Design eth2fifo_flat, sky130hd; sources not shown.
zoom.png
Window x 75 to 105, y 39 to 69 um. Cells in gray, sequential cells in the stronger gray; small squares are vias.
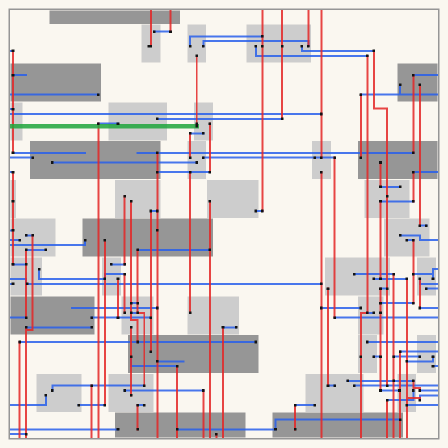
| layer | color |
|---|---|
| met3 | green |
| met1 | blue |
| met2 | red |
most frequent: dfrtp_1 (8), nand2_1 (7), xnor2_1 (5)
cells with their middle in the window: 33
sequential cells in the window: 8

gate_families.png
Drawn at 3 px/um.
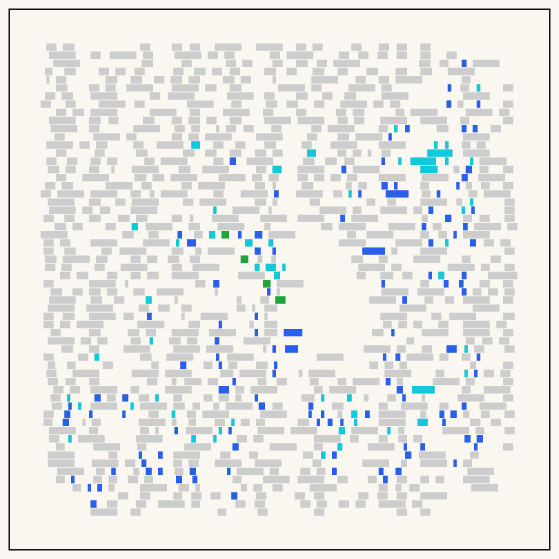
| family | color | cells | most used |
|---|---|---|---|
| NAND gates | blue | 119 | nand2_1 |
| AND-OR and OR-AND gates | green | 4 | a21o_1 |
| NOR gates | cyan | 53 | nor2_1 |
Non-Filler Instances: 1210
Comb area share: 0.272
Commonest Layout Cell: clkdlybuf4s50_1

==> results.sh <==
# flow metrics
export IMPL_top_cells_by_area="dfrtp_1 59%, mux2_2 11%, xnor2_1 7.8%"
export IMPL_ys_sh_mux=0.109
export IMPL_yosys_stat_seqShare=0.589
export IMPL_cts_buffer_depth=2
export IMPL_drt_initial_drc_count=203
export IMPL_vias=5705
export IMPL_busiest_layer="met2"
export IMPL_synthAoiAreaFrac=0.0115
export IMPL_log_warning_count=28
export IMPL_startpoint_type="input pin"
export IMPL_ys_sh_simple=0.158
export IMPL_largest_register_ffs=74
export IMPL_async_reset_ff_frac=1.00
export IMPL_worst_pin_slew_ns=0.675
export IMPL_post_route_period_util=0.386
export IMPL_reg2reg_depth=8
export IMPL_gr_usage_met3=0.0695
export IMPL_clk_pin_slew_ns=0.08
export IMPL_r2r_setup_slack_ns=4.54
export IMPL_synth_area_um2=7640
export IMPL_die_h_um=180
export IMPL_cts_tree="built"
export IMPL_status="complete, no violations"
export IMPL_grt_pass1_wl_um=39100
export IMPL_syn_nets=680
export IMPL_gr_total_overflow=0
export IMPL_crit_path_end_kind="flop"
export IMPL_cp_required_ns=7.22
export IMPL_post_cts_buffers=0
export IMPL_drv_slew=0
==> critical path: stages <==
cell and delay (ns):
clkdlybuf4s50_1 0.64, nand4_2 0.28, nor4_1 0.53, and2_1 0.20
clkbuf_1 0.26, nand4_1 0.16, xnor2_1 0.16
==> cells in the mapped netlist (all sizes together) (2+ instances only) <==
cell,number
nand2b,4
and4,7
nor2,29
buf,12
xor2,24
nand4,25
nand3,41
and3,15
a21o,3
ha,6
inv,11
or4,4
nor3,9
xnor2,69
nor2b,2
nor4,6
or3,2
mux2,74
nand2,47
nor4b,5
o21ai,4
and2,4
dfrtp,180
==> where the power goes <==
group,leakage [nW],internal (mW),total (mW),switching (mW)
combinational,2.21,0.105,0.197,0.0929
clock,0.272,0.467,0.918,0.451
sequential,2.49,1.07,1.11,0.0410
total,4.97,1.64,2.23,0.585
==> cell usage in the layout (no fill, tap or decap), drive strengths merged, types with 4 or more instances in the layout <==
master and n:
and4 7, clkinv 5, mux2 74, xor2 24
nor3 9, nor4 6, nand2 47, nor4b 5
nand4 25, clkdlybuf4s50 249, dfrtp 180, nor2 29
nand2b 4, inv 19, or4 4, o21ai 4
ha 6, buf 13, and2 4, and3 15
nand3 41, clkbuf 20, xnor2 69
==> kinds of logic (layout without fill, tap and decap cells) <==
logic type | count (synthesis) | after routing
multiplexers | 74 | 74
buffers and inverters | 24 | 307
AND/OR/NAND/NOR | 205 | 205
AND-OR/OR-AND | 13 | 13
other | 1 | 2
flip-flops | 180 | 180
XOR/XNOR | 93 | 93
adder cells (fa/ha/maj) | 6 | 6
==> per-layer routing <==
layer,vias to the layer above,wire length (um)
met3,25,2280
met5,-,11
met4,2,371
met2,153,12700
met1,2928,9250
li1,2597,-
==> layout make-up <==
type,instances,area (um2),share of cell area
timing repair buffer,251,2520,0.227
clock inverter,14,118,0.0106
buffer,13,66.3,0.00595
multi-input combinational,392,3030,0.272
tap,330,413,0.0371
inverter,11,48.8,0.00438
antenna,1,2.50,0.000225
clock buffer,18,429,0.0385
sequential,180,4500,0.404
==> through the flow <==
step / TNS, ns / cells
5_1_grt: 0 / 1210
3_3_place_gp: -226.66 / 1175
4_1_cts: 0 / 1208
6_report: 0 / 1210
2_1_floorplan: 0 / 596
3_5_place_dp: 0 / 1176
No activity file was given, so power comes from the tool's default toggle rates.
